### src/rtl/fetch_pkg.sv
//==============================================================================
// Module      : fetch_pkg
// Description : Shared types and constants for the fetch sequencer and any
//               later branch-related logic (PC select codes, FSM states).
// Revision    : 1.0 - initial release
//==============================================================================
`default_nettype none

package fetch_pkg;

   localparam int PC_W  = 8;
   localparam int CNT_W = 16;

   // Select code driven to the PC next-value mux
   typedef enum logic [1:0] {
      HOLD   = 2'd0,
      INC    = 2'd1,
      BRANCH = 2'd2,
      ZERO   = 2'd3
   } pc_sel_t;

   // Fetch sequencer control states
   typedef enum logic [1:0] {
      IDLE   = 2'd0,
      RUN    = 2'd1,
      STALL  = 2'd2,
      HALTED = 2'd3
   } fseq_state_t;

endpackage : fetch_pkg

`default_nettype wire

### src/rtl/branch_resolve.sv
//==============================================================================
// Module      : branch_resolve
// Description : Combinational branch-taken decision from the ALU compare
//               result. blt: taken when cmp is negative (signed);
//               bne: taken when cmp is non-zero.
// Revision    : 1.0 - initial release
//==============================================================================
`default_nettype none

module branch_resolve
   import fetch_pkg::*;
(
   input  logic            branchtype,
   input  logic [PC_W-1:0] cmp,
   output logic            taken
);

   // Sign bit alone decides blt; any set bit decides bne
   always_comb begin
      taken = 1'b0;
      if (branchtype)
         taken = (cmp != '0);
      else
         taken = cmp[PC_W-1];
   end

endmodule : branch_resolve

`default_nettype wire

### src/rtl/fetch_sequencer.sv
//==============================================================================
// Module      : fetch_sequencer
// Description : Control FSM sequencing the 8-bit program counter. Chooses the
//               PC next-value select each cycle (hold, increment, relative
//               branch, restart at zero) from start/halt, load stalls and
//               branch resolution. pc_sel is Mealy so the PC moves on the
//               same edge the decision is made.
// Config      : FETCH_SEQ_INSTR_COUNT_EN - adds the saturating retired
//               instruction counter and its instr_count output.
// Revision    : 1.0 - initial release
//==============================================================================
`default_nettype none

module fetch_sequencer
   import fetch_pkg::*;
#(
   parameter int LOAD_LAT = 2
)(
   input  logic             clk,
   input  logic             reset,
   input  logic             start,
   input  logic             halt_instr,
   input  logic             is_load,
   input  logic             branchsig,
   input  logic             branchtype,
   input  logic [PC_W-1:0]  cmp,
   output logic [1:0]       pc_sel,
   output logic             running,
   output logic             done
`ifdef FETCH_SEQ_INSTR_COUNT_EN
   ,
   output logic [CNT_W-1:0] instr_count
`endif
);

   // Stall count loaded on the RUN cycle of a load; the last STALL cycle
   // (count 0) issues the increment, giving LOAD_LAT cycles in total.
   localparam logic [2:0] STALL_INIT = (LOAD_LAT > 1) ? 3'(LOAD_LAT - 2) : 3'd0;

   fseq_state_t state;
   fseq_state_t state_nxt;
   logic [2:0]  stall_cnt;
   logic [2:0]  stall_nxt;
   pc_sel_t     sel;
   logic        taken;

   branch_resolve u_branch_resolve (
      .branchtype (branchtype),
      .cmp        (cmp),
      .taken      (taken)
   );

   assign pc_sel = sel;

   // Next-state and PC select decision; RUN priority is halt > load > branch
   always_comb begin
      sel       = HOLD;
      state_nxt = state;
      stall_nxt = stall_cnt;
      case (state)
         IDLE: begin
            if (start) begin
               sel       = ZERO;
               state_nxt = RUN;
            end
         end
         RUN: begin
            if (halt_instr) begin
               state_nxt = HALTED;
            end else if (is_load) begin
               if (LOAD_LAT > 1) begin
                  stall_nxt = STALL_INIT;
                  state_nxt = STALL;
               end else begin
                  sel = INC;
               end
            end else if (branchsig) begin
               sel = taken ? BRANCH : INC;
            end else begin
               sel = INC;
            end
         end
         STALL: begin
            if (stall_cnt == 3'd0) begin
               sel       = INC;
               state_nxt = RUN;
            end else begin
               stall_nxt = stall_cnt - 3'd1;
            end
         end
         HALTED: begin
            if (start) begin
               sel       = ZERO;
               state_nxt = RUN;
            end
         end
         default: begin
            state_nxt = IDLE;
         end
      endcase
   end

   // State register with status flags registered alongside the state
   always_ff @(posedge clk) begin
      if (!reset) begin
         state     <= IDLE;
         stall_cnt <= 3'd0;
         running   <= 1'b0;
         done      <= 1'b0;
      end else begin
         state     <= state_nxt;
         stall_cnt <= stall_nxt;
         running   <= (state_nxt == RUN) || (state_nxt == STALL);
         done      <= (state_nxt == HALTED);
      end
   end

`ifdef FETCH_SEQ_INSTR_COUNT_EN
   // Retired-instruction counter: clears on restart, saturates at all ones
   always_ff @(posedge clk) begin
      if (!reset) begin
         instr_count <= '0;
      end else if (sel == ZERO) begin
         instr_count <= '0;
      end else if ((sel == INC || sel == BRANCH) && (instr_count != {CNT_W{1'b1}})) begin
         instr_count <= instr_count + 1'b1;
      end
   end
`endif

endmodule : fetch_sequencer

`default_nettype wire

### config.mk
export PLATFORM = sky130hd
export DESIGN_NAME = fetch_sequencer
export DESIGN_NICKNAME = d
export VERILOG_FILES = /design/src/rtl/fetch_pkg.sv /design/src/rtl/branch_resolve.sv /design/src/rtl/fetch_sequencer.sv
export SDC_FILE = /design/constraint.sdc
export NUM_CORES = 1
export LEC_CHECK = 0
export ABC_CLOCK_PERIOD_IN_PS = 1900
export CORE_AREA = 8 8 45 47
export CTS_CLUSTER_SIZE = 24
export DETAILED_ROUTE_END_ITERATION = 12
export DIE_AREA = 0 0 53 55
export PLACE_DENSITY = 0.74
export SETUP_SLACK_MARGIN = 0.2
export SYNTH_ARGS = -nofsm -noshare
export SYNTH_HDL_FRONTEND = slang
export SYNTH_HIERARCHICAL = 1
export SYNTH_SLANG_ARGS = --single-unit
### constraint.sdc
create_clock -name clk -period 1.9 [get_ports clk]
set_input_delay 0.38 -clock clk [delete_from_list [all_inputs] [get_ports clk]]
set_output_delay 0.38 -clock clk [all_outputs]
set_load 0.01 [all_outputs]
Run 1, M1 wires:
Scale bar: 20 um. Supply wires on this layer in grey.
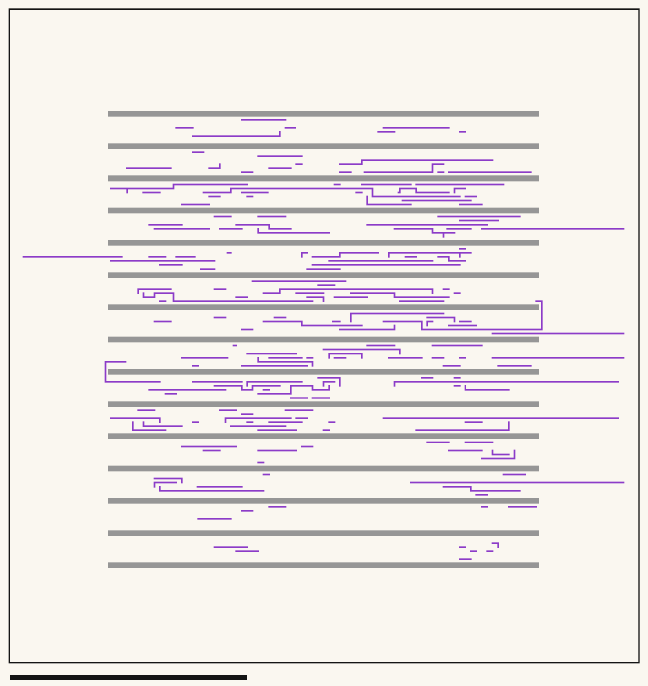
longest straight run: 19.8 um
main direction: horizontal
nets with wire on the layer: 103

Run 1, met2 routing:
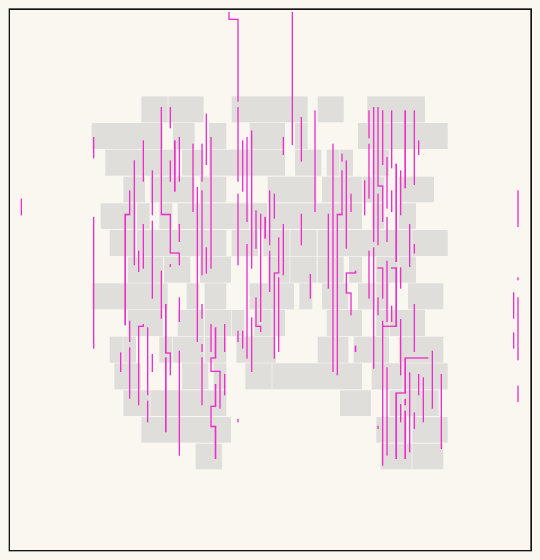
longest straight run: 23.1 um
share of all routed wire: 46%
wire length on this layer: 719 um

Run 1, signal wires on met3:
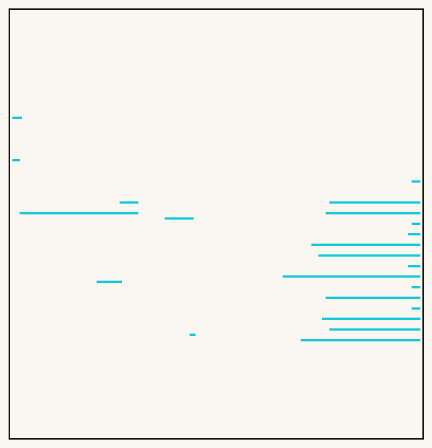
main direction: horizontal
share of all routed wire: 9.5%
wire length on this layer: 149 um

run 1: logic make-up after synthesis:
logic type	synth area share
and+or+nand+nor	0.257
AOI/OAI and AO/OA	0.212
buffers and inverters	0.103
DFF	0.269
adders and majority gates	0.120
muxes	0.0385
run 1: critical path, stage by stage:
cell and delay, ns:
clkdlybuf4s50_1 0.48, a221oi_4 0.33, a21oi_1 0.07, buf_2 0.15
run 1: report_power, final:
group	leakage, nW	switching (W)	internal, W
logic	0.288	0.000318	0.000346
clock network	0.0150	0.0000571	0.0000803
registers	0.0588	0.0000166	0.000183
run 1: layer usage:
| metal | wire [um] | track usage | up-vias |
|---|---|---|---|
| met5 | 0 | 0 | - |
| met4 | 37 | 0.0776 | 0 |
| met3 | 149 | 0.0508 | 6 |
| met2 | 718 | 0.203 | 21 |
| met1 | 671 | 0.125 | 262 |
| li1 | - | - | 280 |
run 1: final cells by class:
class | count | area, um2 | area share
inverter | 7 | 26.3 | 0.0287
sequential | 7 | 145 | 0.158
multi-input combinational | 45 | 433 | 0.473
tap | 16 | 20.0 | 0.0219
clock buffer | 4 | 26.3 | 0.0287
timing repair buffer | 31 | 265 | 0.290
run 1: flip-flops by register name, indices dropped and copies added, names as in the netlist:
| signal | cells |
|---|---|
| done | 1 |
| stall_cnt | 3 |
| running | 1 |
| state | 2 |
run 1: repair_timing:
item	CTS	global route
buffers inserted	1	2
cloned	0	0
endpoints found under the hold margin	0	0
endpoints found under the setup margin	4	3
hold buffers	0	0
pin swaps	13	6
gates resized	40	4
==> impl_metrics.csv, run 1 <==
group,metric,value,unit
detailed_routing,drt-initial-drc-count,2,
setup_path,arrival,1.40,ns
setup_path,crit_end,"pc_sel[0]",
placement,gp_congestion,0.778,
pwr,irDropWorstVdd,695,uV
final_timing,setup-tns-final,0,ns
clocking,clkSinkCount,7,
clocking,clock_path_buffers,2,
status,status,"complete, no violations",
final_timing,worstMarginPinSlew,0.284,ns
final_timing,rsz0062_at_grt,"true",
pwr,cellPowerDensity,1090,nW/um2
detailed_routing,drc,0,
final_timing,final.min_clock_period,1.78,ns
final_timing,max_freq,560,MHz
setup_path,worst_ep_required_time,1.52,ns
finish,finalNetCount,115,
placement,post_dp_cell_area,768,um2
synthesis,ys_cells,62,
pwr,leakage,0.362,nW
finish,finalCoreUtilization,0.662,
final_timing,period_used_share,0.939,
finish,fin_area,916,um2
finish,layout_top_cell,"buf_4",
synthesis,top_cell_area_share,0.269,
synthesis,ys_async_sr_fraction,0,
final_timing,relSlewSlack,0.810,
setup_path,critPathKind,"in -> out",
final_timing,setup_slack,0.115,ns
finish,layout_top_cells,"buf_4 (12), nand2_1 (7), clkdlybuf4s50_1 (7), dlygate4sd2_1 (5)",
synthesis,synthTopCellsByCount,"dfxtp_1 (7), inv_1 (7), nand2_1 (7)",
==> run 1 -> run 2 <==
- SETUP_SLACK_MARGIN: 0.2 -> not set
Run 2, met2 routing:
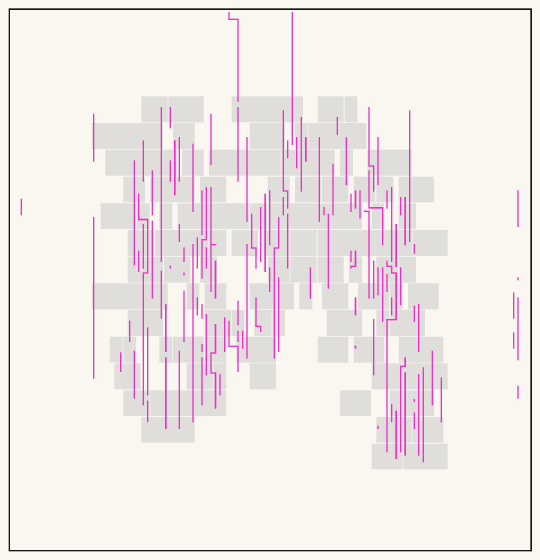
longest straight run: 18.0 um
main direction: vertical
nets with wire on the layer: 97
share of all routed wire: 44%
wire length on this layer: 629 um

==> run 2 against run 1 <==
Against the previous run:
- register-to-register slack got worse by 0.15 ns
- flip-flop count unchanged
- total power is 8.9% lower
- largest power group unchanged
- wire length down 8.4%
- die size stayed put
- critical path type is now reg -> reg
- synthesized area stayed put
==> impl_metrics.csv, run 2 <==
group,metric,value,unit
status,status,"complete, no violations",
final_timing,worstMarginPinSlew,0.280,ns
final_timing,relSlewSlack,0.813,
setup_path,critPathKind,"reg -> reg",
finish,layout_top_cells,"buf_4 (11), clkdlybuf4s50_1 (8), inv_1 (7), nand2_1 (7), dlygate4sd2_1 (7)",
final_timing,max_freq,540,MHz
synthesis,ys_async_sr_fraction,0,
final_timing,setup_slack,0.0483,ns
synthesis,synthTopCellsByCount,"dfxtp_1 (7), inv_1 (7), nand2_1 (7)",
finish,largest_reg_flops,3,
clocking,hold_buffers,0,
placement,gp_congestion,0.778,
finish,layout_top_cell,"buf_4",
clocking,clock_path_buffers,2,
global_routing,globalRouteMet3Util,0.0481,
finish,top_register,"stall_cnt",
global_routing,use_met1,0.116,
setup_path,worst_ep_required_time,2.04,ns
finish,finalNetCount,113,
global_routing,use_met2,0.178,
clocking,clkSinkCount,7,
synthesis,top_cell_area_share,0.269,
finish,finalCoreUtilization,0.610,
global_routing,top_usage_layer,"met2",
detailed_routing,drt-initial-drc-count,2,
final_timing,final.min_clock_period,1.85,ns
finish,reg.largest.list,"stall_cnt x3, state x2",
synthesis,ys_cells,62,
final_timing,rsz0062_at_grt,"true",
pwr,cellPowerDensity,1080,nW/um2
synthesis,netlist_area,520,um2
pwr,irDropWorstVdd,606,uV
setup_path,crit_end,"running$_SDFF_PN0_",
placement,post_dp_cell_area,768,um2
detailed_routing,drc,0,
finish,fin_area,845,um2
==> run 2: cell type report <==
class	instances	area, um2	share of cell area
Multi-Input combinational cell	45	383	0.453
Timing Repair Buffer	29	246	0.292
Sequential cell	7	143	0.169
Clock buffer	4	26.3	0.0311
Inverter	7	26.3	0.0311
Tap cell	16	20.0	0.0237
==> run 2: per-layer routing <==
layer	up-vias	routed length [um]
met2	19	629
met3	4	148
li1	277	-
met4	0	20
met1	257	645
met5	-	0
==> run 2: logic make-up after synthesis <==
group	after synthesis	synth area share
adder cells (fa/ha/maj)	5	0.120
AND-OR/OR-AND	13	0.212
buffers and inverters	10	0.103
multiplexers	2	0.0385
AND/OR/NAND/NOR	25	0.257
flip-flops	7	0.269
==> run 2: timing repair <==
action                                  CTS  global route
endpoints found under the setup margin    3             2
setup buffers                             0             1
resized                                  21             7
pin swaps                                 6             6
==> run 2: power by group <==
group          switching (W)  internal (W)
logic               0.000288      0.000298
clock network      0.0000545     0.0000801
registers          0.0000122      0.000180
total               0.000355      0.000558
==> run 2: critical path: stages (launching register included) <==
cell	delay (ns)
dfxtp_1	0.33
inv_1	0.05
ha_1	0.33
buf_4	0.17
o311ai_4	0.30
o21ai_1	0.13
ha_1	0.29
and2_1	0.15
==> run 2: per-stage QoR <==
stage,TNS (ns),std cells
after global routing,-0.0178,108
after CTS,0,107
final,0,108
after floorplan,0,62
after global placement,-0.865,103
after detailed placement,-0.976,103
Power and IR drop assume default switching activity.
